`src/rtl/ov7725_frame_crop.sv`:
```
//==============================================================================
// Module   : ov7725_frame_crop
// Purpose  : Tracks the x/y position of every RGB565 pixel coming out of the
//            OV7725 pixel-assembly stage and forwards only the pixels that
//            fall inside a fixed rectangular window to the write-FIFO.
//            Reports frame start, frame completion and short (truncated)
//            frames.
// Options  : CROP_DECIMATE_EN - when defined, 2:1 decimation in both axes
//            inside the window (only even relative column/line is output,
//            pix_x/pix_y are the halved relative coordinates).
// Ports    : ov7725_pclk     in   camera pixel clock (sole clock)
//            sys_rst_n       in   asynchronous active-low reset
//            ov7725_vsync    in   field sync, rising edge = frame boundary
//            ov7725_wr_en    in   input pixel strobe (one cycle per pixel)
//            ov7725_data_in  in   input RGB565 pixel
//            crop_en         in   capture enable (level)
//            crop_wr_en      out  output pixel valid (FIFO write enable)
//            crop_data       out  output pixel
//            pix_x           out  window-relative column of crop_data
//            pix_y           out  window-relative line of crop_data
//            frame_start     out  one-cycle pulse at start of a frame
//            frame_done      out  one-cycle pulse after a complete frame
//            frame_err       out  sticky short-frame flag
// Revision : 1.0 - initial release
//==============================================================================
`default_nettype none

module ov7725_frame_crop #(
  parameter int H_PIXEL = 640,
  parameter int V_PIXEL = 480,
  parameter int CROP_X0 = 160,
  parameter int CROP_Y0 = 120,
  parameter int CROP_W  = 320,
  parameter int CROP_H  = 240
) (
  input  logic        ov7725_pclk,
  input  logic        sys_rst_n,
  input  logic        ov7725_vsync,
  input  logic        ov7725_wr_en,
  input  logic [15:0] ov7725_data_in,
  input  logic        crop_en,
  output logic        crop_wr_en,
  output logic [15:0] crop_data,
  output logic [9:0]  pix_x,
  output logic [8:0]  pix_y,
  output logic        frame_start,
  output logic        frame_done,
  output logic        frame_err
);

  localparam logic [9:0] c_X_MAX = 10'(H_PIXEL - 1);
  localparam logic [8:0] c_Y_MAX = 9'(V_PIXEL - 1);
  localparam logic [9:0] c_X0    = 10'(CROP_X0);
  localparam logic [9:0] c_X1    = 10'(CROP_X0 + CROP_W);
  localparam logic [8:0] c_Y0    = 9'(CROP_Y0);
  localparam logic [8:0] c_Y1    = 9'(CROP_Y0 + CROP_H);

  typedef enum logic [1:0] {
    ST_IDLE   = 2'd0,
    ST_SYNC   = 2'd1,
    ST_ACTIVE = 2'd2,
    ST_DONE   = 2'd3
  } state_t;

  state_t      r_state;
  state_t      w_state_nxt;

  logic        r_vsync_dly;
  logic        w_vs_rise;

  logic [9:0]  r_x;
  logic [8:0]  r_y;
  logic        w_line_end;
  logic        w_frame_last;

  // Set when the final pixel and a new vsync edge land together, so that
  // DONE can hand over straight to ACTIVE without waiting for another edge.
  logic        r_pend;
  logic        w_pend_nxt;

  logic        w_cnt_clr;
  logic        w_cnt_step;
  logic        w_start_nxt;
  logic        w_done_nxt;
  logic        w_err_set;
  logic        w_err_clr;

  logic        w_in_win;
  logic [9:0]  w_rel_x;
  logic [8:0]  w_rel_y;
  logic        w_keep;
  logic [9:0]  w_out_x;
  logic [8:0]  w_out_y;
  logic        w_accept;

  //--------------------------------------------------------------------------
  // Sync edge detection
  //--------------------------------------------------------------------------
  always_ff @(posedge ov7725_pclk or negedge sys_rst_n) begin
    if (!sys_rst_n) begin
      r_vsync_dly <= 1'b0;
    end else begin
      r_vsync_dly <= ov7725_vsync;
    end
  end

  assign w_vs_rise    = ov7725_vsync & ~r_vsync_dly;
  assign w_line_end   = (r_x == c_X_MAX);
  assign w_frame_last = w_line_end & (r_y == c_Y_MAX);

  //--------------------------------------------------------------------------
  // State register
  //--------------------------------------------------------------------------
  always_ff @(posedge ov7725_pclk or negedge sys_rst_n) begin
    if (!sys_rst_n) begin
      r_state <= ST_IDLE;
      r_pend  <= 1'b0;
    end else begin
      r_state <= w_state_nxt;
      r_pend  <= w_pend_nxt;
    end
  end

  //--------------------------------------------------------------------------
  // Next-state and control decode
  //--------------------------------------------------------------------------
  always_comb begin
    w_state_nxt = r_state;
    w_pend_nxt  = 1'b0;
    w_cnt_clr   = 1'b0;
    w_cnt_step  = 1'b0;
    w_start_nxt = 1'b0;
    w_done_nxt  = 1'b0;
    w_err_set   = 1'b0;
    w_err_clr   = 1'b0;

    case (r_state)
      ST_IDLE: begin
        w_cnt_clr = 1'b1;
        if (crop_en) begin
          w_state_nxt = ST_SYNC;
        end else begin
          w_err_clr = 1'b1;
        end
      end

      ST_SYNC: begin
        if (!crop_en) begin
          w_state_nxt = ST_IDLE;
        end else if (w_vs_rise) begin
          w_state_nxt = ST_ACTIVE;
          w_cnt_clr   = 1'b1;
          w_start_nxt = 1'b1;
        end
      end

      ST_ACTIVE: begin
        // The final pixel wins over a coincident vsync edge: the frame is
        // complete and the new one is entered via DONE.
        if (ov7725_wr_en && w_frame_last) begin
          w_state_nxt = ST_DONE;
          w_done_nxt  = 1'b1;
          w_cnt_clr   = 1'b1;
          w_pend_nxt  = w_vs_rise;
        end else if (w_vs_rise) begin
          w_err_set   = 1'b1;
          w_cnt_clr   = 1'b1;
          w_start_nxt = 1'b1;
        end else if (ov7725_wr_en) begin
          w_cnt_step  = 1'b1;
        end
      end

      ST_DONE: begin
        if (r_pend && crop_en) begin
          w_state_nxt = ST_ACTIVE;
          w_start_nxt = 1'b1;
        end else if (crop_en) begin
          w_state_nxt = ST_SYNC;
        end else begin
          w_state_nxt = ST_IDLE;
        end
      end

      default: begin
        w_state_nxt = ST_IDLE;
      end
    endcase
  end

  //--------------------------------------------------------------------------
  // Position counters (wrap exactly at the frame edges)
  //--------------------------------------------------------------------------
  always_ff @(posedge ov7725_pclk or negedge sys_rst_n) begin
    if (!sys_rst_n) begin
      r_x <= '0;
      r_y <= '0;
    end else if (w_cnt_clr) begin
      r_x <= '0;
      r_y <= '0;
    end else if (w_cnt_step) begin
      if (w_line_end) begin
        r_x <= '0;
        r_y <= r_y + 9'd1;
      end else begin
        r_x <= r_x + 10'd1;
      end
    end
  end

  //--------------------------------------------------------------------------
  // Window test on the pre-increment position of the current pixel
  //--------------------------------------------------------------------------
  assign w_in_win = (r_x >= c_X0) && (r_x < c_X1) &&
                    (r_y >= c_Y0) && (r_y < c_Y1);
  assign w_rel_x  = r_x - c_X0;
  assign w_rel_y  = r_y - c_Y0;

`ifdef CROP_DECIMATE_EN
  assign w_keep  = ~w_rel_x[0] & ~w_rel_y[0];
  assign w_out_x = {1'b0, w_rel_x[9:1]};
  assign w_out_y = {1'b0, w_rel_y[8:1]};
`else
  assign w_keep  = 1'b1;
  assign w_out_x = w_rel_x;
  assign w_out_y = w_rel_y;
`endif

  assign w_accept = ov7725_wr_en & (r_state == ST_ACTIVE) & w_in_win & w_keep;

  //--------------------------------------------------------------------------
  // Output pipeline: data/position hold while crop_wr_en is low
  //--------------------------------------------------------------------------
  always_ff @(posedge ov7725_pclk or negedge sys_rst_n) begin
    if (!sys_rst_n) begin
      crop_wr_en <= 1'b0;
      crop_data  <= '0;
      pix_x      <= '0;
      pix_y      <= '0;
    end else begin
      crop_wr_en <= w_accept;
      if (w_accept) begin
        crop_data <= ov7725_data_in;
        pix_x     <= w_out_x;
        pix_y     <= w_out_y;
      end
    end
  end

  //--------------------------------------------------------------------------
  // Frame status
  //--------------------------------------------------------------------------
  always_ff @(posedge ov7725_pclk or negedge sys_rst_n) begin
    if (!sys_rst_n) begin
      frame_start <= 1'b0;
      frame_done  <= 1'b0;
      frame_err   <= 1'b0;
    end else begin
      frame_start <= w_start_nxt;
      frame_done  <= w_done_nxt;
      if (w_err_set) begin
        frame_err <= 1'b1;
      end else if (w_err_clr) begin
        frame_err <= 1'b0;
      end
    end
  end

endmodule

`default_nettype wire
```
`config.mk`:
```
export PLATFORM = sky130hd
export DESIGN_NAME = ov7725_frame_crop
export DESIGN_NICKNAME = d
export VERILOG_FILES = /design/src/rtl/ov7725_frame_crop.sv
export SDC_FILE = /design/constraint.sdc
export NUM_CORES = 1
export LEC_CHECK = 0
export CAP_MARGIN = 20
export CORE_ASPECT_RATIO = 1.25
export CORE_MARGIN = 2
export CORE_UTILIZATION = 35
export CTS_BUF_LIST = sky130_fd_sc_hd__clkbuf_4 sky130_fd_sc_hd__clkbuf_8
export CTS_CLUSTER_DIAMETER = 30
export DETAILED_ROUTE_END_ITERATION = 16
export HOLD_SLACK_MARGIN = 0.12
export SLEW_MARGIN = 40
export SYNTH_ARGS = -nofsm -noshare
export SYNTH_HDL_FRONTEND = slang
export SYNTH_SLANG_ARGS = --single-unit
```
`constraint.sdc`:
```
create_clock -name ov7725_pclk -period 2.12 [get_ports ov7725_pclk]
set_input_delay 0.318 -clock ov7725_pclk [delete_from_list [all_inputs] [get_ports ov7725_pclk]]
set_output_delay 0.318 -clock ov7725_pclk [all_outputs]
set_load 0.005 [all_outputs]
```
==> results.py, run 1 <==
# Physical implementation metrics
metrics = {
    "global_route": {
        "grt_max_degree": 48,
        "grt_overflow_total": 0,
    },
    "yosys": {
        "synth_largest_type_area_fraction": 0.525,
        "ys_seq_share": 0.525,
        "post_synth_main_area_contributors": "sky130_fd_sc_hd__dfrtp_1, sky130_fd_sc_hd__mux2_2, sky130_fd_sc_hd__ha_1",
        "synth_compound_gate_area_share": 0.112,
        "yosys_warnings": 0,
        "number_of_instances_in_the_synthesized_netlist": 271,
        "synthMuxAreaShare": 0.0877,
        "post_synth.cell_area_avg_sq_um": 10.9,
        "synth-main-ff-cell": "sky130_fd_sc_hd__dfrtp_1",
        "postSynthRegisterBits": 62,
        "syn-num-nets": 300,
    },
    "critical_path": {
        "critPathSlowestCell": "sky130_fd_sc_hd__dfrtp_2",
        "crit_required_ns": 2.33,
        "crit_path_max_fanout": 47,
    },
    "job": {
        "stage_log_warnings": 31,
    },
    "power_and_ir_drop": {
        "power.combinational.total_uw": 161,
        "powerClk_mw": 1.12,
        "seqPwrFrac": 0.483,
        "switching_pwr_uw": 539,
    },
    "placement": {
        "hpwl_detailed_mm": 4.56,
        "globalplace.congestion": 0.855,
        "post-place-ws_ns": -0.0164,
    },
    "clock_network": {
        "cts.repair_timing.setup_buffer_count": 0,
        "clock_sinks": 62,
        "tritoncts_clock_tree": "done",
        "clock_latency_ns": 0.33,
        "root_buffer": "sky130_fd_sc_hd__clkbuf_8",
        "h-tree-depth": 3,
    },
    "drt": {
        "firstDrtPassIters": 4,
    },
    "cells_and_area": {
        "multi_input_comb_area_sq_mm": 0.00130,
        "regMostFlops": "crop_data",
        "layout.cells.non_filler": 454,
    },
    "final_timing": {
        "worst_slew_margin_rel": 0.668,
    },
    "run_status": {
        "outcome": "complete, no violations",
    },
}
Run 1, placed standard cells:
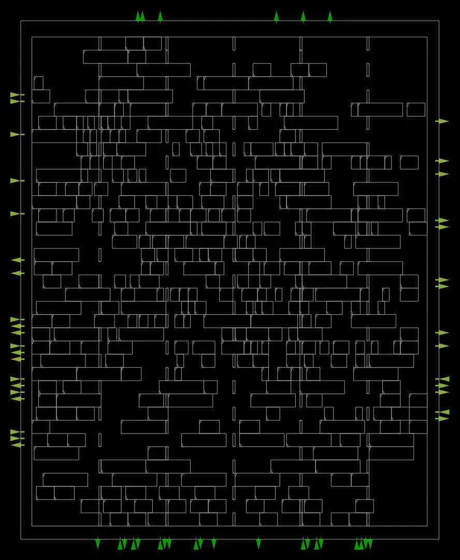
flop share of the area: 0.384
row count: 37
count of sequential standard cells: 62
Post-Route Utilization: 0.493
Well Taps: 97

Run 1, signal wires on met3:
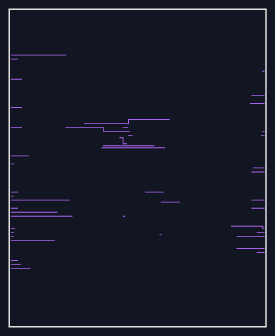
longest straight run: 21.2 um
share of all routed wire: 4.7%
wire length on this layer: 298 um
main direction: horizontal
nets with wire on the layer: 40

Run 1, register map, names as in the netlist:
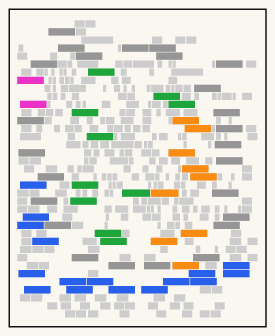
| colour | netlist name | placed flops |
|---|---|---|
| magenta | r_state | 2 |
| blue | crop_data | 16 |
| orange | r_y | 9 |
| green | r_x | 10 |
not coloured: 25
Seq power: 1.20 mW
Reg area: 0.00155 sq mm

==> run 1 -> run 2 <==
--- a/config.mk
+++ b/config.mk
@@ -13,7 +13,6 @@
 export CTS_CLUSTER_DIAMETER = 30
 export DETAILED_ROUTE_END_ITERATION = 16
 export HOLD_SLACK_MARGIN = 0.12
-export SLEW_MARGIN = 40
 export SYNTH_ARGS = -nofsm -noshare
 export SYNTH_HDL_FRONTEND = slang
 export SYNTH_SLANG_ARGS = --single-unit
Run 2, placed standard cells:
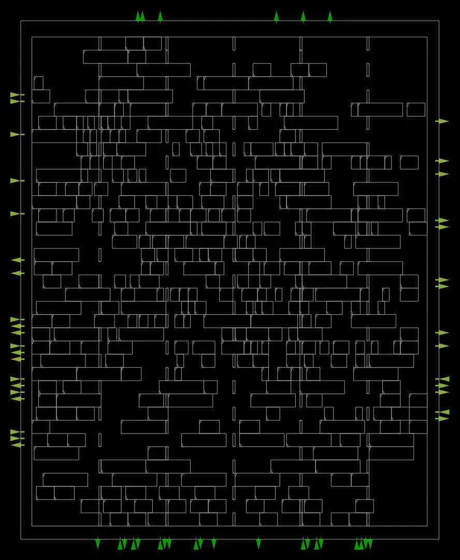
final instance count without filler cells: 454
Core Area: 0.00819 sq mm
Filler Cell Count: 771

Run 2, signal metal coverage by tile:
17 x 21 tiles, from black (low) to pale yellow (high), scaled to the fullest tile. Values are wire area over tile area, all layers added.
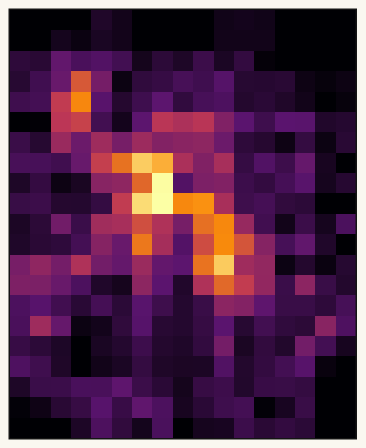
densest ninth of the die: middle
nearly empty tiles: 14%
emptiest ninth of the die: top right
mean over tiles: 0.11
fullest tile: 0.55
tiles over half the peak: 7.3%
wire length per cell: 14.0 um
GRT Resource Usage Total: 0.148

==> run 2 against run 1 <==
- clock power about the same
- die size unchanged
- via count is the same
- synthesized cell count did not move
- final cell count unchanged
- non-clock buffer count is the same
- core utilization did not move
- sequential power is essentially flat
- critical path type unchanged
==> results.py, run 2 <==
# Physical implementation metrics
metrics = {
    "run_status": {
        "outcome": "complete, no violations",
    },
    "critical_path": {
        "critPathSlowestCell": "sky130_fd_sc_hd__dfrtp_2",
        "crit_required_ns": 2.33,
        "crit_path_max_fanout": 47,
        "crit_path_start": "r_y[3]",
        "critical-path-top-delay-family": "flip-flops",
    },
    "global_route": {
        "grt_overflow_total": 0,
        "grt_max_degree": 48,
        "initial_antenna_violation_count": 0,
        "grtUsageMet2": 0.230,
    },
    "clock_network": {
        "clock_latency_ns": 0.33,
        "tritoncts_clock_tree": "done",
        "clock_sinks": 62,
        "cts.repair_timing.setup_buffer_count": 0,
        "h-tree-depth": 3,
        "root_buffer": "sky130_fd_sc_hd__clkbuf_8",
    },
    "drt": {
        "firstDrtPassIters": 4,
    },
    "yosys": {
        "number_of_instances_in_the_synthesized_netlist": 271,
        "yosys_warnings": 0,
        "post_synth.cell_area_avg_sq_um": 10.9,
        "syn-num-nets": 300,
        "synth-main-ff-cell": "sky130_fd_sc_hd__dfrtp_1",
        "post_synth_main_area_contributors": "sky130_fd_sc_hd__dfrtp_1, sky130_fd_sc_hd__mux2_2, sky130_fd_sc_hd__ha_1",
        "ys_seq_share": 0.525,
        "synth_compound_gate_area_share": 0.112,
        "synth_largest_type_area_fraction": 0.525,
    },
    "placement": {
        "post-place-ws_ns": -0.0164,
        "hpwl_detailed_mm": 4.56,
    },
    "power_and_ir_drop": {
        "powerClk_mw": 1.12,
        "sequentialPower_mw": 1.20,
        "seqPwrFrac": 0.483,
        "power.combinational.total_uw": 161,
        "switching_pwr_uw": 539,
    },
    "cells_and_area": {
        "seq_area_sq_mm": 0.00155,
        "flop-count": 62,
        "multi_input_comb_area_sq_mm": 0.00130,
        "regMostFlops": "crop_data",
        "flop_share_of_the_area": 0.384,
        "final_core_utilization": 0.493,
    },
    "final_timing": {
        "final.setup_skew_ns": 0.00761,
        "min_tclk_post_route_ns": 2.01,
        "worst_slew_margin_rel": 0.668,
    },
    "job": {
        "stage_log_warnings": 31,
    },
    "floorplanning": {
        "row_count": 37,
        "nWellTaps": 97,
    },
}
==> run 2 -> run 3 <==
--- a/config.mk
+++ b/config.mk
@@ -5,7 +5,7 @@
 export SDC_FILE = /design/constraint.sdc
 export NUM_CORES = 1
 export LEC_CHECK = 0
-export CAP_MARGIN = 20
+export CAP_MARGIN = 30
 export CORE_ASPECT_RATIO = 1.25
 export CORE_MARGIN = 2
 export CORE_UTILIZATION = 35
Run 3, register map, names as in the netlist:
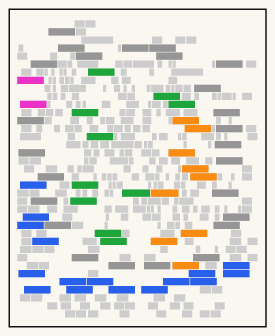
| colour | netlist name | placed flops |
|---|---|---|
| magenta | r_state | 2 |
| orange | r_y | 9 |
| green | r_x | 10 |
| blue | crop_data | 16 |

Run 3, port wiring:
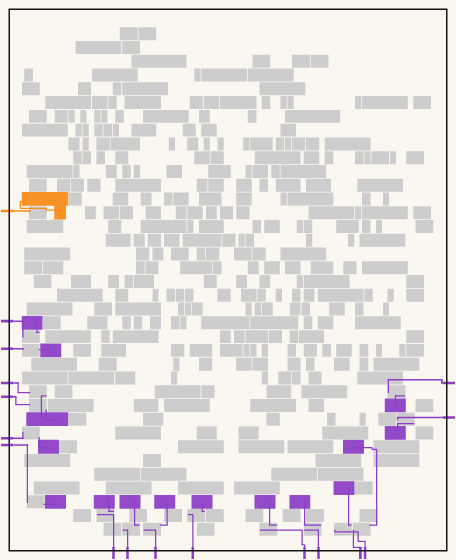
| colour | port | bits | direction | edge | end cells | buffers | wire |
|---|---|---|---|---|---|---|---|
| orange | ov7725_vsync | 1 | input | left | 2 | 1 | 14.9 um |
| purple | ov7725_data_in | 16 | input | 8 bottom, 6 left, 2 right | 16 | 16 | 208 um |

==> run 3 against run 2 <==
- global-route usage stayed put
- largest cell class unchanged
- largest power group unchanged
- cell area stayed put
- die size stayed put
- critical path type unchanged
- clock power hardly changed
- count of clock-buffer cells in the layout stayed put
- non-clock buffer count stayed put
==> results.py, run 3 <==
# Physical implementation metrics
metrics = {
    "global_route": {
        "grt_util_all_layers": 0.148,
        "initial_antenna_violation_count": 0,
        "grt_overflow_total": 0,
        "grt_max_degree": 48,
        "grtUsageMet2": 0.230,
        "via_count_of_the_first_global_routing_pass": 2313,
    },
    "drt": {
        "firstDrtPassIters": 4,
        "avgViaCountPerCell": 5.17,
        "antenna_left": 0,
        "num_vias": 2345,
        "highest-signal-layer": "met4",
        "drt_first_iter_violations": 82,
        "wire_per_inst_um": 14.0,
    },
    "floorplanning": {
        "row_count": 37,
        "nWellTaps": 97,
        "core_sq_mm": 0.00819,
        "floorplanUtilization": 0.360,
    },
    "critical_path": {
        "crit_buf_inv": 2,
        "critPathArrivalTime_ns": 2.22,
        "cpPeakStageDelay_ns": 0.46,
        "crit_path_max_fanout": 47,
        "critical-path-top-delay-family": "flip-flops",
        "crit_path_start": "r_y[3]",
        "crit_path_end_kind": "register",
        "timing.reg2reg.setup_slack_ns": 0.11,
        "critPathSlowestCell": "sky130_fd_sc_hd__dfrtp_2",
        "worst_setup_path_endpoint": "pix_x[4]",
        "crit_required_ns": 2.33,
    },
    "final_timing": {
        "worst_slew_margin_rel": 0.668,
        "final.setup_skew_ns": 0.00761,
        "finalMaxSlewViolations": 0,
        "whs_ns": 0.386,
        "finalHoldViolCount": 0,
        "unrepaired_setup_endpoints_after_global_routing": "no",
        "min_tclk_post_route_ns": 2.01,
    },
    "cells_and_area": {
        "sh_comb_area": 0.321,
        "flop-count": 62,
        "fillerInstances": 771,
        "final_layout_top_logic_cell": "sky130_fd_sc_hd__dfrtp_1",
        "seq_area_sq_mm": 0.00155,
        "regMostFlops": "crop_data",
        "layout.cells.non_filler": 454,
        "flop_share_of_the_area": 0.384,
        "finish.net_count": 381,
        "signal_buffers": 83,
        "clockBufferCount": 10,
        "final_core_utilization": 0.493,
        "multi_input_comb_area_sq_mm": 0.00130,
        "layout.cells.most_common_list": "sky130_fd_sc_hd__dfrtp_1, sky130_fd_sc_hd__clkdlybuf4s50_1, sky130_fd_sc_hd__mux2_2",
        "layout.buffer.nonclock.area_share": 0.199,
        "final_design_area_no_fill_sq_mm": 0.00404,
    },
    "clock_network": {
        "h-tree-depth": 3,
        "clock_latency_ns": 0.33,
        "tritoncts_clock_tree": "done",
        "clock_sinks": 62,
        "cts_repair_resize_count": 0,
        "cts.repair_timing.setup_buffer_count": 0,
        "root_buffer": "sky130_fd_sc_hd__clkbuf_8",
    },
    "placement": {
        "globalplace.congestion": 0.855,
        "port-buffer-count": 59,
        "post-place-ws_ns": -0.0164,
        "hpwl_detailed_mm": 4.56,
    },
    "yosys": {
        "ys_seq_share": 0.525,
        "synthMuxAreaShare": 0.0877,
        "number_of_instances_in_the_synthesized_netlist": 271,
        "yosys-stat-cells": 271,
        "yosys_warnings": 0,
        "syn-num-nets": 300,
        "share_of_flip_flops_with_an_asynchronous_set_or_reset": 1.00,
        "synth_largest_type_area_fraction": 0.525,
        "post_synth_main_area_contributors": "sky130_fd_sc_hd__dfrtp_1, sky130_fd_sc_hd__mux2_2, sky130_fd_sc_hd__ha_1",
        "post_synth.cell_area_avg_sq_um": 10.9,
        "synth_compound_gate_area_share": 0.112,
        "synth-main-ff-cell": "sky130_fd_sc_hd__dfrtp_1",
        "postSynthRegisterBits": 62,
        "synth-adder-area-share": 0.0339,
    },
    "run_status": {
        "outcome": "complete, no violations",
    },
    "power_and_ir_drop": {
        "switching_pwr_uw": 539,
        "sequentialPower_mw": 1.20,
        "powerClk_mw": 1.12,
        "seqPwrFrac": 0.483,
        "top_power_group": "sequential cells",
        "power.combinational.total_uw": 161,
    },
    "job": {
        "stage_log_warnings": 31,
        "drv_cap": 0,
    },
}
No activity file was given, so power comes from the tool's default toggle rates.
